**src/rtl/store_write_buffer.sv**
```systemverilog
// ----------------------------------------------------------------------------
// store_write_buffer
//
// Posted-write buffer sitting between the CPU store path and a byte-enabled
// data memory. Stores are queued in a small circular FIFO, a store to the
// same word as the newest queued entry is merged into it lane by lane, and
// the head entry is drained to memory over a registered req/ack handshake.
// Loads are checked against every pending entry so the pipeline can stall a
// load until the store it depends on has drained.
//
// Ports:
//   clk        system clock, rising edge
//   rst_n      asynchronous active-low reset
//   st_valid   store request
//   st_ready   buffer can take a store this cycle (new entry or merge)
//   st_addr    store word address
//   st_data    store data, already lane-positioned
//   st_be      byte enables; bit0 = data[31:24] ... bit3 = data[7:0]
//   mem_req    memory write request (registered)
//   mem_ack    memory accepted the current write
//   mem_addr   write word address (registered)
//   mem_wdata  write data (registered)
//   mem_be     write byte enables (registered)
//   ld_valid   load lookup valid
//   ld_addr    load word address
//   ld_hit     load address matches a pending entry
//   count      number of valid entries
//   empty      count == 0
// ----------------------------------------------------------------------------
module store_write_buffer #(
    parameter int DEPTH = 4,
    parameter int AW    = 30
) (
    input  logic                     clk,
    input  logic                     rst_n,
    input  logic                     st_valid,
    output logic                     st_ready,
    input  logic [AW-1:0]            st_addr,
    input  logic [31:0]              st_data,
    input  logic [3:0]               st_be,
    output logic                     mem_req,
    input  logic                     mem_ack,
    output logic [AW-1:0]            mem_addr,
    output logic [31:0]              mem_wdata,
    output logic [3:0]               mem_be,
    input  logic                     ld_valid,
    input  logic [AW-1:0]            ld_addr,
    output logic                     ld_hit,
    output logic [$clog2(DEPTH):0]   count,
    output logic                     empty
);

    localparam int PW = $clog2(DEPTH);
    localparam int CW = PW + 1;

    typedef enum logic {
        IDLE  = 1'b0,
        ISSUE = 1'b1
    } state_t;

    state_t state_reg, state_next;

    // Entry storage. Validity is implied by head/count, so the arrays
    // themselves need no reset.
    logic [AW-1:0] addr_mem [DEPTH];
    logic [31:0]   data_mem [DEPTH];
    logic [3:0]    be_mem   [DEPTH];

    logic [PW-1:0] head_reg, tail_reg;
    logic [CW-1:0] count_reg;

    logic [PW-1:0] newest;
    logic          merge_ok;
    logic          accept;
    logic          do_push;
    logic          do_merge;
    logic          do_pop;
    logic          load_mem;
    logic          head_fwd;
    logic [31:0]   merge_data;
    logic [3:0]    merge_be;
    logic [DEPTH-1:0] hit_vec;

    assign newest = tail_reg - PW'(1);

    // The newest entry may absorb a store unless it is the write already
    // presented to memory, whose mem_* outputs must stay stable.
    assign merge_ok = (count_reg != '0)
                   && (st_addr == addr_mem[newest])
                   && !((newest == head_reg) && (state_reg == ISSUE));

    // No push-through when full: a pop in the same cycle does not free a slot.
    assign st_ready = (count_reg < CW'(DEPTH)) || merge_ok;

    // A store with no byte enables is accepted but has no effect.
    assign accept   = st_valid && st_ready && (st_be != 4'b0000);
    assign do_merge = accept && merge_ok;
    assign do_push  = accept && !merge_ok;

    // Lane-wise merge of the incoming store over the newest entry.
    generate
        for (genvar gi = 0; gi < 4; gi++) begin : g_lane
            assign merge_data[31-8*gi -: 8] = st_be[gi] ? st_data[31-8*gi -: 8]
                                                        : data_mem[newest][31-8*gi -: 8];
        end
    endgenerate
    assign merge_be = be_mem[newest] | st_be;

    // When the head is loaded into mem_* in the same cycle a store merges
    // into it, the merged value must be issued, otherwise the merged bytes
    // would be lost when the entry pops.
    assign head_fwd = do_merge && (newest == head_reg);

    // Next-state / control logic.
    always_comb begin
        state_next = state_reg;
        load_mem   = 1'b0;
        do_pop     = 1'b0;
        case (state_reg)
            IDLE: begin
                if (count_reg != '0) begin
                    load_mem   = 1'b1;
                    state_next = ISSUE;
                end
            end
            ISSUE: begin
                if (mem_ack) begin
                    do_pop     = 1'b1;
                    state_next = IDLE;
                end
            end
            default: state_next = IDLE;
        endcase
    end

    // Control state, pointers, and registered memory interface.
    always_ff @(posedge clk or negedge rst_n) begin
        if (!rst_n) begin
            state_reg <= IDLE;
            head_reg  <= '0;
            tail_reg  <= '0;
            count_reg <= '0;
            mem_req   <= 1'b0;
            mem_addr  <= '0;
            mem_wdata <= '0;
            mem_be    <= '0;
        end else begin
            state_reg <= state_next;
            if (do_push) begin
                tail_reg <= tail_reg + PW'(1);
            end
            if (do_pop) begin
                head_reg <= head_reg + PW'(1);
            end
            case ({do_push, do_pop})
                2'b10:   count_reg <= count_reg + CW'(1);
                2'b01:   count_reg <= count_reg - CW'(1);
                default: count_reg <= count_reg;
            endcase
            if (load_mem) begin
                mem_req   <= 1'b1;
                mem_addr  <= addr_mem[head_reg];
                mem_wdata <= head_fwd ? merge_data : data_mem[head_reg];
                mem_be    <= head_fwd ? merge_be   : be_mem[head_reg];
            end else if (do_pop) begin
                mem_req   <= 1'b0;
            end
        end
    end

    // Entry write port: either a fresh allocation at tail or a merge into
    // the newest entry (never both in one cycle).
    always_ff @(posedge clk) begin
        if (do_push) begin
            addr_mem[tail_reg] <= st_addr;
            data_mem[tail_reg] <= st_data;
            be_mem[tail_reg]   <= st_be;
        end else if (do_merge) begin
            data_mem[newest]   <= merge_data;
            be_mem[newest]     <= merge_be;
        end
    end

    // Load hazard lookup over every valid entry; an entry is valid when its
    // distance from head (modulo DEPTH) is below count.
    generate
        for (genvar gi = 0; gi < DEPTH; gi++) begin : g_hit
            logic [PW-1:0] offset;
            assign offset      = PW'(gi) - head_reg;
            assign hit_vec[gi] = ({1'b0, offset} < count_reg)
                              && (addr_mem[gi] == ld_addr);
        end
    endgenerate

    assign ld_hit = ld_valid && (|hit_vec);
    assign count  = count_reg;
    assign empty  = (count_reg == '0);

endmodule
```
**config.mk**
```make
export PLATFORM = sky130hd
export DESIGN_NAME = store_write_buffer
export DESIGN_NICKNAME = d
export VERILOG_FILES = /design/src/rtl/store_write_buffer.sv
export SDC_FILE = /design/constraint.sdc
export NUM_CORES = 1
export LEC_CHECK = 0
export ABC_AREA = 1
export ABC_CLOCK_PERIOD_IN_PS = 14100
export CAP_MARGIN = 15
export CORE_MARGIN = 5
export CORE_UTILIZATION = 39
export CTS_BUF_LIST = sky130_fd_sc_hd__clkbuf_4 sky130_fd_sc_hd__clkbuf_8
export DETAILED_ROUTE_END_ITERATION = 7
export MAX_ROUTING_LAYER = met4
export SLEW_MARGIN = 20
export SYNTH_ARGS = -nofsm -noshare
export SYNTH_HDL_FRONTEND = slang
export SYNTH_SLANG_ARGS = --single-unit
```
**constraint.sdc**
```tcl
create_clock -name clk -period 14.1 [get_ports clk]
set_input_delay 3.525 -clock clk [delete_from_list [all_inputs] [get_ports clk]]
set_output_delay 3.525 -clock clk [all_outputs]
set_load 0.03 [all_outputs]
```
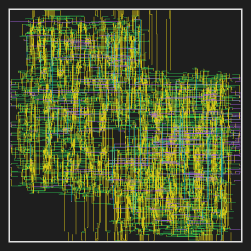
(wiring by layer)
Drawn at 1 px/µm.
colour	layer	wire length
green	M1	25.2 mm
purple	M3	4210 µm
yellow	M2	28.5 mm
cyan	M4	1960 µm
routed length per instance: 20.2 µm
Final Routed Wirelength: 59900 µm
total track usage: 0.229

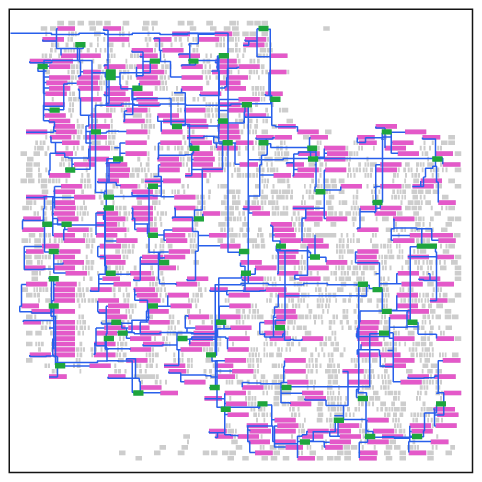
(clock network drawn from the DEF)
Drawn at 2 px/µm.
[magenta] flip-flops | count: 376
[green] clock-net drivers | count: 69
[blue] clock wires | length: 5540 µm
routed clock nets	70
clock latency on the worst-skew pair: 0.66 ns
reported clock group power: 1.10 mW
final worst clock skew: 0.0377 ns
share of power burned in the clock network: 0.224

==> run_summary.xml <==
<?xml version="1.0" encoding="UTF-8"?>
<metrics>
  <group name="power">
    <metric name="max-vdd-ir-drop" unit="mV">0.202</metric>
  </group>
  <group name="yosys">
    <metric name="ys_ff" unit="">376</metric>
    <metric name="count_of_library_flops_with_an_enable_pin" unit="">300</metric>
    <metric name="top_cells_by_area" unit="">edfxtp_1 (47%), nand2_1 (15%), dfrtp_1 (10%), o21ai_0 (4.8%), inv_1 (2.9%)</metric>
    <metric name="synthDominantAreaCellType" unit="">edfxtp_1</metric>
    <metric name="synth_dominant_cell_count" unit="">nand2_1</metric>
    <metric name="ys_area" unit="µm²">19000</metric>
    <metric name="postSynthNetCount" unit="">2243</metric>
  </group>
  <group name="floorplan">
    <metric name="floorplan.die.height" unit="µm">231</metric>
    <metric name="fp_util" unit="">0.391</metric>
    <metric name="die_area" unit="µm²">53300</metric>
  </group>
  <group name="status">
    <metric name="run_status" unit="">completed</metric>
  </group>
  <group name="sta">
    <metric name="hold_violation_total_from_the_final_report" unit="">0</metric>
    <metric name="setup-violations-final" unit="">0</metric>
    <metric name="post-route-period-util" unit="">0.679</metric>
    <metric name="timing_worst_slew_pin_value" unit="ns">1.14</metric>
  </group>
  <group name="clock_tree">
    <metric name="cts_htree_levels" unit="">3</metric>
    <metric name="cts_buffer_depth" unit="">3</metric>
    <metric name="cts_inserted_buffers" unit="">69</metric>
    <metric name="cts.repair.resized" unit="">0</metric>
    <metric name="postCtsHoldBufs" unit="">0</metric>
  </group>
  <group name="critical_path">
    <metric name="cp-startpoint" unit="">ld_addr[5]</metric>
    <metric name="cp-start-kind" unit="">input pin</metric>
    <metric name="critical_path.endpoint" unit="">ld_hit</metric>
    <metric name="worst_r2r_path_depth" unit="">16</metric>
    <metric name="worst-endpoint-arrival" unit="ns">6.05</metric>
  </group>
  <group name="run">
    <metric name="log_warnings" unit="">30</metric>
  </group>
  <group name="placement">
    <metric name="buffer_ports.inserted" unit="">173</metric>
    <metric name="gp_congestion" unit="">0.887</metric>
    <metric name="placement.cell_area" unit="µm²">21300</metric>
  </group>
  <group name="cells_and_area">
    <metric name="layout_cells_sized_above_1" unit="">0.0798</metric>
    <metric name="mostFrequentLayoutCells" unit="">nand2_1 (754), edfxtp_1 (300), o21ai_0 (181)</metric>
    <metric name="final_net_count" unit="">2398</metric>
    <metric name="num-fill-cells" unit="">4584</metric>
    <metric name="syn2layout_area_growth" unit="%">19.6</metric>
  </group>
  <group name="route">
    <metric name="dr.pass1.iters" unit="">6</metric>
    <metric name="post-route-drc-count" unit="">0</metric>
    <metric name="detail_route.vias_per_cell" unit="">5.35</metric>
  </group>
  <group name="global_route">
    <metric name="grt_antenna_before_repair" unit="">5</metric>
    <metric name="grt_overflow" unit="">0</metric>
  </group>
  <group name="min_path">
    <metric name="hold_depth" unit="">2</metric>
    <metric name="worst_min_delay_path_category" unit="">reg -&gt; reg</metric>
  </group>
</metrics>
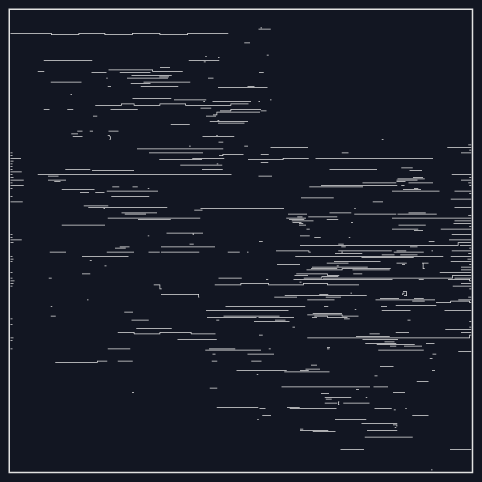
(metal 3)
Drawn at 2 px/µm.
share of all routed wire	7.0%
longest straight run	96.6 µm
nets with wire on the layer	216
wire length on this layer	4210 µm
main direction	horizontal
routing usage on met3: 0.0439
via count: 15900

-- metrics by stage --
step	setup slack, ns	std cells	hold WS, ns	total power, mW	utilization
after global routing	4.48	2971	0.498	5.26	0.468
after floorplan	5.95	2132	0.501	3.04	-
after CTS	4.59	2966	0.480	4.96	0.468
final	4.53	2971	0.477	4.94	0.468
after detailed placement	4.61	2838	0.464	3.84	0.438
after global placement	4.61	2838	0.463	3.80	0.438
-- per-layer routing --
layer	part of all wire	up-vias	track usage
met5	0	-	-
li1	-	7485	-
met3	0.070	138	0.0439
met1	0.42	7655	0.287
met2	0.48	619	0.370
met4	0.033	0	0.0879
-- critical path: stages --
cell             delay, ns
clkdlybuf4s50_1       0.48
inv_1                 0.18
nor2_1                0.06
nor4_1                0.43
nand4_1               0.21
nor2_1                0.15
nand3_1               0.07
nand2_1               0.07
o21a_1                0.18
clkdlybuf4s50_1       0.69
-- power by group --
group	switching (mW)	leakage [nW]	internal [mW]
Combinational	1.51	4.42	0.677
Sequential	0.157	3.68	1.48
Clock	0.484	0.788	0.620
Total	2.15	8.89	2.78
-- cell families after synthesis --
family | share of synthesized area
simple gates | 0.243
flops | 0.573
compound gates | 0.0822
buf+inv | 0.0564
xor+xnor | 0.0382
fa+ha+maj | 0.00697
-- cell type report --
cell class / instances / area, µm² / area share
Multi-Input combinational cell: 1494 / 7120 / 0.313
Clock buffer: 102 / 1270 / 0.0556
Antenna cell: 5 / 12.5 / 0.000550
Inverter: 151 / 572 / 0.0251
Clock inverter: 26 / 204 / 0.00896
Timing Repair Buffer: 195 / 1890 / 0.0832
Tap cell: 622 / 778 / 0.0342
Sequential cell: 376 / 10900 / 0.479
Power and IR drop assume default switching activity.
